File: config.mk
export PLATFORM = sky130hd
export DESIGN_NAME = stream_fifo_flat
export DESIGN_NICKNAME = d
export VERILOG_FILES = /design/src/rtl/stream_fifo_pkg.sv /design/src/rtl/stream_fifo_if.sv /design/src/rtl/fifo_ram.sv /design/src/rtl/stream_fifo.sv /design/src/flat_wrapper.sv
export SDC_FILE = /design/constraint.sdc
export NUM_CORES = 2
export LEC_CHECK = 0
export ABC_AREA = 1
export CAP_MARGIN = 15
export CORE_MARGIN = 5
export CORE_UTILIZATION = 29
export CTS_CLUSTER_DIAMETER = 30
export DETAILED_ROUTE_END_ITERATION = 10
export GPL_TIMING_DRIVEN = 0
export PLACE_DENSITY = 0.51
export SYNTH_ARGS = -nofsm -noshare
export SYNTH_HDL_FRONTEND = slang
export SYNTH_SLANG_ARGS = --single-unit
File: constraint.sdc
create_clock -name clk -period 7 [get_ports clk]
set_input_delay 1.4 -clock clk [delete_from_list [all_inputs] [get_ports clk]]
set_output_delay 1.4 -clock clk [all_outputs]
set_load 0.005 [all_outputs]
File: src/rtl/stream_fifo_pkg.sv
// Shared configuration for the stream FIFO slice.
// Holds the IO width, default depth and almost-full margin. Also holds the
// ceil-log2 helper used to size pointers and counters, and the per-edge
// operation encoding used by the top-level control.
package stream_fifo_pkg;

    localparam int IO_WIDTH          = 128;
    localparam int FLAG_BITS         = 2;
    localparam int FIFO_DEPTH        = 16;
    localparam int FIFO_DEPTH_MARGIN = 2;

    // Operation accepted on an edge, encoded as {push, pop}.
    typedef enum logic [1:0] {
        OP_IDLE = 2'b00,
        OP_POP  = 2'b01,
        OP_PUSH = 2'b10,
        OP_BOTH = 2'b11
    } fifo_op_e;

    // Ceiling log2. Evaluated at elaboration time only.
    function automatic int clog2(input int value);
        int r;
        int v;
        r = 0;
        v = value - 1;
        while (v > 0) begin
            r = r + 1;
            v = v >> 1;
        end
        return r;
    endfunction

endpackage

File: src/rtl/stream_fifo_if.sv
// Valid/ready stream bundle.
//   valid : producer has a beat
//   ready : consumer can take a beat
//   data  : beat payload
// master = producer side, slave = consumer side.
interface stream_fifo_if
    import stream_fifo_pkg::*;
#(
    parameter int DATA_WIDTH = IO_WIDTH + FLAG_BITS
);
    logic                  valid;
    logic                  ready;
    logic [DATA_WIDTH-1:0] data;

    modport master (output valid, output data, input ready);
    modport slave  (input valid, input data, output ready);
endinterface

File: src/rtl/fifo_ram.sv
// Simple dual-port storage for stream_fifo.
//   clk   : write clock
//   we    : write enable
//   waddr : write address
//   wdata : write data
//   raddr : read address
//   rdata : asynchronous read data
// The storage has no reset; contents are only meaningful where the owner
// has written them.
module fifo_ram #(
    parameter int DATA_WIDTH = 130,
    parameter int AW         = 4
) (
    input  logic                  clk,
    input  logic                  we,
    input  logic [AW-1:0]         waddr,
    input  logic [DATA_WIDTH-1:0] wdata,
    input  logic [AW-1:0]         raddr,
    output logic [DATA_WIDTH-1:0] rdata
);

    logic [DATA_WIDTH-1:0] mem [2**AW];

    always_ff @(posedge clk) begin
        if (we) begin
            mem[waddr] <= wdata;
        end
    end

    assign rdata = mem[raddr];

endmodule

File: src/rtl/stream_fifo.sv
// First-word-fall-through stream FIFO with a registered head beat.
//   clk          : clock, rising edge
//   rst_n        : asynchronous active-low reset
//   flush        : synchronous clear of all contents
//   s            : write-side stream (slave)
//   m            : read-side stream (master), m.data is registered
//   count        : stored beats, 0..DEPTH
//   full/empty   : count == DEPTH / count == 0
//   almost_full  : count >= DEPTH-AF_MARGIN
//   almost_empty : count <= AE_LEVEL
//   max_count    : high-water mark of count since reset or flush
module stream_fifo
    import stream_fifo_pkg::*;
#(
    parameter int DATA_WIDTH = IO_WIDTH + FLAG_BITS,
    parameter int DEPTH      = FIFO_DEPTH,
    parameter int AF_MARGIN  = FIFO_DEPTH_MARGIN,
    parameter int AE_LEVEL   = 1
) (
    input  logic                    clk,
    input  logic                    rst_n,
    input  logic                    flush,
    stream_fifo_if.slave            s,
    stream_fifo_if.master           m,
    output logic [clog2(DEPTH):0]   count,
    output logic                    full,
    output logic                    empty,
    output logic                    almost_full,
    output logic                    almost_empty,
    output logic [clog2(DEPTH):0]   max_count
);

    localparam int AW = clog2(DEPTH);
    localparam int CW = AW + 1;

    localparam logic [CW-1:0] CNT_FULL = CW'(DEPTH);
    localparam logic [CW-1:0] CNT_AF   = CW'(DEPTH - AF_MARGIN);
    localparam logic [CW-1:0] CNT_AE   = CW'(AE_LEVEL);
    localparam logic [CW-1:0] CNT_ONE  = CW'(1);
    localparam logic [AW-1:0] PTR_ONE  = AW'(1);

    logic [AW-1:0]         wr_ptr_q, wr_ptr_d;
    logic [AW-1:0]         rd_ptr_q, rd_ptr_d;
    logic [AW-1:0]         rd_next;
    logic [CW-1:0]         count_q, count_d;
    logic [CW-1:0]         max_count_q, max_count_d;
    logic [DATA_WIDTH-1:0] m_data_q, m_data_d;
    logic [DATA_WIDTH-1:0] ram_rdata;
    logic                  push;
    logic                  pop;
    fifo_op_e              op;

    assign s.ready = (count_q != CNT_FULL);
    assign m.valid = (count_q != '0);
    assign m.data  = m_data_q;

    assign push    = s.valid && s.ready && !flush;
    assign pop     = m.valid && m.ready && !flush;
    assign op      = fifo_op_e'({push, pop});
    assign rd_next = rd_ptr_q + PTR_ONE;

    // Every accepted beat goes into the RAM, including the head. The output
    // register mirrors the head, so after a pop the next head is read from
    // the slot behind the current one.
    fifo_ram #(
        .DATA_WIDTH (DATA_WIDTH),
        .AW         (AW)
    ) u_ram (
        .clk   (clk),
        .we    (push),
        .waddr (wr_ptr_q),
        .wdata (s.data),
        .raddr (rd_next),
        .rdata (ram_rdata)
    );

    always_comb begin
        wr_ptr_d = wr_ptr_q;
        rd_ptr_d = rd_ptr_q;
        count_d  = count_q;
        m_data_d = m_data_q;

        case (op)
            OP_PUSH: begin
                wr_ptr_d = wr_ptr_q + PTR_ONE;
                count_d  = count_q + CNT_ONE;
                // Fall-through: a beat into an empty FIFO is the new head.
                if (count_q == '0) begin
                    m_data_d = s.data;
                end
            end
            OP_POP: begin
                rd_ptr_d = rd_next;
                count_d  = count_q - CNT_ONE;
                m_data_d = ram_rdata;
            end
            OP_BOTH: begin
                wr_ptr_d = wr_ptr_q + PTR_ONE;
                rd_ptr_d = rd_next;
                // With one beat stored, the slot behind the head is the one
                // being written this edge, so take the incoming beat directly.
                m_data_d = (count_q == CNT_ONE) ? s.data : ram_rdata;
            end
            default: begin
            end
        endcase

        if (flush) begin
            wr_ptr_d = '0;
            rd_ptr_d = '0;
            count_d  = '0;
        end

        if (flush) begin
            max_count_d = '0;
        end else if (count_d > max_count_q) begin
            max_count_d = count_d;
        end else begin
            max_count_d = max_count_q;
        end
    end

    always_ff @(posedge clk or negedge rst_n) begin
        if (!rst_n) begin
            wr_ptr_q    <= '0;
            rd_ptr_q    <= '0;
            count_q     <= '0;
            max_count_q <= '0;
            m_data_q    <= '0;
        end else begin
            wr_ptr_q    <= wr_ptr_d;
            rd_ptr_q    <= rd_ptr_d;
            count_q     <= count_d;
            max_count_q <= max_count_d;
            m_data_q    <= m_data_d;
        end
    end

    assign count        = count_q;
    assign max_count    = max_count_q;
    assign full         = (count_q == CNT_FULL);
    assign empty        = (count_q == '0);
    assign almost_full  = (count_q >= CNT_AF);
    assign almost_empty = (count_q <= CNT_AE);

endmodule

File: src/flat_wrapper.sv
// flat-port wrapper written by rule: the top's interface ports become plain ports
module stream_fifo_flat import stream_fifo_pkg::*;
#(
    parameter int DATA_WIDTH = IO_WIDTH + FLAG_BITS,
    parameter int DEPTH      = FIFO_DEPTH,
    parameter int AF_MARGIN  = FIFO_DEPTH_MARGIN,
    parameter int AE_LEVEL   = 1
)
  (clk, rst_n, flush, count, full, empty, almost_full, almost_empty, max_count, s_valid, s_data, s_ready, m_valid, m_data, m_ready);
  stream_fifo_if #(.DATA_WIDTH(DATA_WIDTH)) s_i ();
  stream_fifo_if #(.DATA_WIDTH(DATA_WIDTH)) m_i ();
  input  logic clk;
  input  logic rst_n;
  input  logic flush;
  output logic [clog2(DEPTH):0] count;
  output logic full;
  output logic empty;
  output logic almost_full;
  output logic almost_empty;
  output logic [clog2(DEPTH):0] max_count;
  input wire logic [$bits(s_i.valid)-1:0] s_valid;
  input wire logic [$bits(s_i.data)-1:0] s_data;
  output wire logic [$bits(s_i.ready)-1:0] s_ready;
  output wire logic [$bits(m_i.valid)-1:0] m_valid;
  output wire logic [$bits(m_i.data)-1:0] m_data;
  input wire logic [$bits(m_i.ready)-1:0] m_ready;
  assign s_i.valid = s_valid;
  assign s_i.data = s_data;
  assign s_ready = s_i.ready;
  assign m_valid = m_i.valid;
  assign m_data = m_i.data;
  assign m_i.ready = m_ready;
  stream_fifo #(.DATA_WIDTH(DATA_WIDTH), .DEPTH(DEPTH), .AF_MARGIN(AF_MARGIN), .AE_LEVEL(AE_LEVEL)) u_core (.clk(clk), .rst_n(rst_n), .flush(flush), .s(s_i), .m(m_i), .count(count), .full(full), .empty(empty), .almost_full(almost_full), .almost_empty(almost_empty), .max_count(max_count));
endmodule
==> impl_metrics.ini <==
; implementation run metrics
[outcome]
run_status = completed

[grt]
met1_usage_pct = 27.1
grt_max_degree = 76
gr-usage-all-layers_pct = 19.5
global_route.overflow_total = 0

[placed_design]
finalWeightedCongestion = 0.814
detailed_place_hpwl_um = 225000
dpl_worst_slack_ns = 1.46
io_buffer_count = 280

[hold_path]
min_path_type = in -> async

[yosys]
ys_seq_share_pct = 72.0
synth.top_cells.by_area = sky130_fd_sc_hd__edfxtp_1 (68%), sky130_fd_sc_hd__nand3_1 (11%), sky130_fd_sc_hd__nand2_1 (10%), sky130_fd_sc_hd__dfrtp_1 (4.0%), sky130_fd_sc_hd__a21oi_1 (2.2%)
ys_sh_xor_pct = 0.0272
synth-area-yosys_um2 = 91900
enable_flop_cells = 2080
flop_cell = sky130_fd_sc_hd__edfxtp_1
post_synth_mux_area_share_pct = 0
post_synth_ao_oa_area_fraction_pct = 3.04
asyncSetResetFlopFracSynth_pct = 6.64
yosys.area.top_type = sky130_fd_sc_hd__edfxtp_1
ys_cells = 8028
yosys.area_share.adder_pct = 0.259
synth.logic.top_family = simple AND/OR/NAND/NOR gates
count_of_distinct_cell_types_in_the_synthesized_netlist = 26
ys_ff = 2228

[cts]
clock_tree.htree_level_count = 5
tritoncts_num_sinks = 2228
number_of_buffers_inserted_by_hold_repair_at_cts = 0
cts_resized = 0
cts.repair_timing.setup_buffer_count = 0
ctsLongestPathBuffers = 4
cts_root_buffer = sky130_fd_sc_hd__clkbuf_16
clkSlewWorstSetupHoldPaths_ns = 0.05
tritoncts.num_buffers = 464

[job]
tool_warnings = 38

[final_timing]
period_needed_ns = 4.74
fmax_mhz = 211
finalClockSkew_ns = 0.0842
holdWs_ns = 0.502
grt_setup_unrepaired = no
maxSlewViolCount = 0

[setup_path]
crit_path_end_kind = flip-flop
timing.critical_path.required_ns = 7.81
critical_path.startpoint_type = input port
cp.arrival_ns = 5.56
crit_type = in -> reg
path_max_fanout = 10

[routing]
routed-via-count = 67744
drt_drc = 0
routed_via_density = 5.03
detail_route.first_pass.iterations = 8
detail_route.iter0.violations = 7540
ant_nets = 0

[finish]
mostFrequentLayoutCells = sky130_fd_sc_hd__nand2_1 (2503), sky130_fd_sc_hd__edfxtp_1 (2080), sky130_fd_sc_hd__nand3_1 (1959)
layout_top_cell_excl_fill_tap = sky130_fd_sc_hd__nand2_1
flow.area_growth_from_synthesis_pct = 28.6
post_route_cells_drive_above_1_share_pct = 13.5

[floorplan]
floorplan.initialDensity_pct = 29.2
vertical_die_dimension_um = 573
die_w_um = 573
design.core.area_um2 = 315000
chip_area_um2 = 328000

[power]
cellLeakagePower_nw = 42.2
worst_vdd_drop_mv = 0.254
-- through the flow --
stage / cells / instance area, µm²
global route: 13442 / 118000
global placement: 12468 / 99900
finish: 13456 / 118000
floorplan: 8028 / 91900
CTS: 13439 / 118000
detailed placement: 12571 / 102000
-- Yosys cell counts, types with 29 or more instances --
cell                          n
sky130_fd_sc_hd__dfrtp_1    148
sky130_fd_sc_hd__a21oi_1    402
sky130_fd_sc_hd__o21ai_0    149
sky130_fd_sc_hd__nand2_1   2503
sky130_fd_sc_hd__buf_4       42
sky130_fd_sc_hd__nor2_1     154
sky130_fd_sc_hd__inv_1       31
sky130_fd_sc_hd__edfxtp_1  2080
sky130_fd_sc_hd__buf_2      322
sky130_fd_sc_hd__nand3_1   1959
sky130_fd_sc_hd__buf_1       29
sky130_fd_sc_hd__clkbuf_1   164
-- flip-flops by register name, indices dropped and copies added (netlist names) --
register and flops:
u_core.m.data 130, u_core.u_ram.mem 2080, u_core.rd_ptr_q 4, u_core.wr_ptr_q 4, u_core.max_count 5, u_core.count 5
-- report_power, final --
group	switching (mW)	total [mW]	internal, mW
clock	7.32	22.1	14.8
combinational	4.01	5.73	1.73
sequential	0.203	15.2	15.0
total	11.5	43.0	31.5
-- critical path, stage by stage --
cell and delay [ns]:
sky130_fd_sc_hd__clkdlybuf4s50_1 0.49, sky130_fd_sc_hd__inv_1 0.16, sky130_fd_sc_hd__nand3_2 0.12, sky130_fd_sc_hd__clkbuf_1 0.25, sky130_fd_sc_hd__inv_1 0.19, sky130_fd_sc_hd__ha_1 0.16
sky130_fd_sc_hd__buf_2 0.61, sky130_fd_sc_hd__clkbuf_2 0.62, sky130_fd_sc_hd__buf_12 0.28, sky130_fd_sc_hd__clkbuf_1 0.68, sky130_fd_sc_hd__nand3_1 0.15, sky130_fd_sc_hd__nand2_1 0.11
sky130_fd_sc_hd__nand2_1 0.10, sky130_fd_sc_hd__a21oi_1 0.16
-- per-layer routing --
metal | share of wire (%) | up-vias
li1 | - | 30461
met1 | 43 | 33552
met3 | 9.6 | 495
met5 | 0.028 | -
met4 | 2.8 | 14
met2 | 45 | 3222
-- path summary, 6_finish.rpt --
kind | from | end | slack (ns) | cells past startpoint
max reg2reg | u_core.count[0] | u_core.m.data[19] | 2.43 | 15
min | rst_n | u_core.m.data[107] | 0.50 | 1
max in group asynchronous | rst_n | u_core.m.data[35] | 5.36 | 2
max | flush | u_core.m.data[19] | 2.26 | 14
min in group clk | u_core.m.data[67] | u_core.m.data[67] | 0.53 | 2
min reg2reg | u_core.m.data[67] | u_core.m.data[67] | 0.53 | 2
-- layout make-up --
| class | instances | area, µm² | area share, % |
|---|---|---|---|
| clock buffers | 530 | 12100 | 10.2 |
| clock inverters | 338 | 3900 | 3.30 |
| inverters | 37 | 141 | 0.120 |
| well taps | 4160 | 5200 | 4.40 |
| plain buffers | 559 | 2680 | 2.27 |
| diodes | 16 | 40.0 | 0.0339 |
| flip-flops and latches | 2228 | 66200 | 56.0 |
| multi-input cells | 5204 | 23000 | 19.5 |
| repair buffers | 384 | 4980 | 4.21 |
Fig. 1: register map, names as in the netlist
Other sequential cells in the stronger grey, the rest of the logic in the fainter grey.
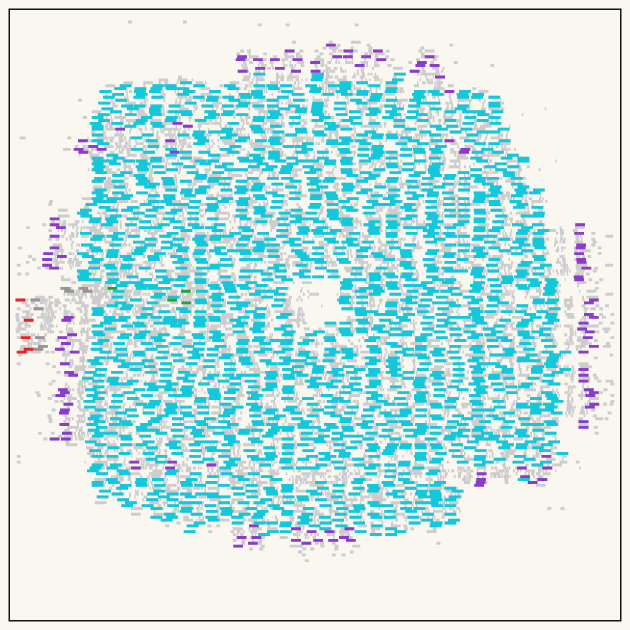
name in the netlist	colour	sequential cells
u_core.m.data	purple	130
u_core.rd_ptr_q	green	4
u_core.u_ram.mem	cyan	2080
u_core.max_count	red	5
not coloured	9

Fig. 2: routing congestion
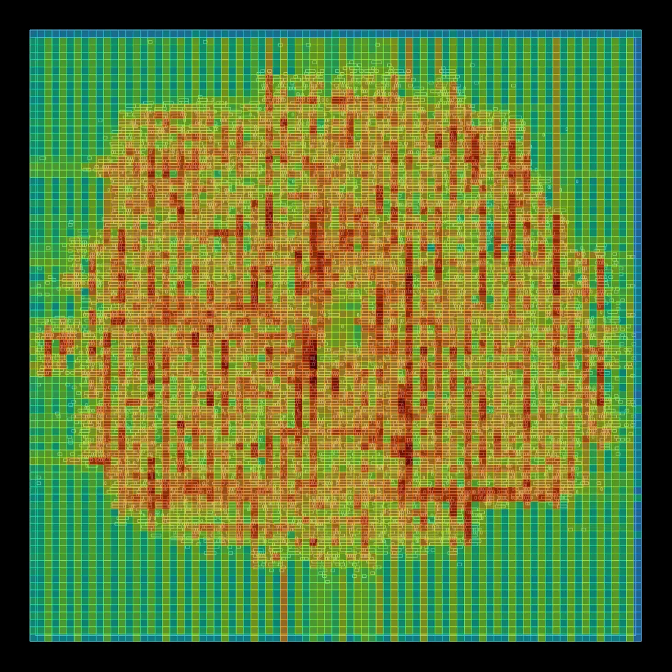
GR Util met3: 4.89%
global-route track usage on met2: 30.2%
highest-utilization routing layer at the global route stage: met2
post-layout utilization of the core: 37.5%
average routed wire per standard cell: 24.7 µm

Fig. 3: signal wires by layer
Only two layers are drawn.
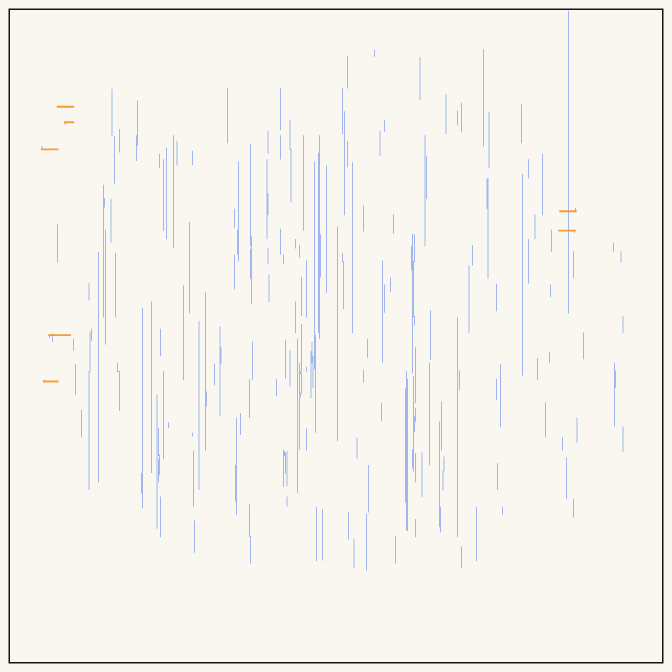
layer	colour	wire length
M4	blue	9280 µm
M5	orange	92.9 µm

Fig. 4: I/O pins on the die edge
Pins as bars across the die edge, other pins in grey.
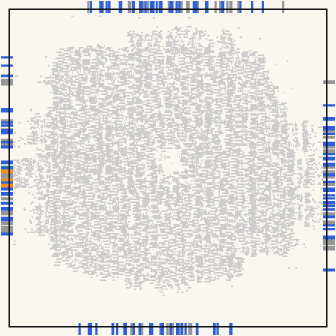
port	colour	pins	direction	edge
flush	green	1	input	left
max_count	orange	5	output	left
s_data	blue	130	input	36 right, 33 top, 31 left, 30 bottom
all pins by edge	93 left, 78 right, 65 top, 45 bottom

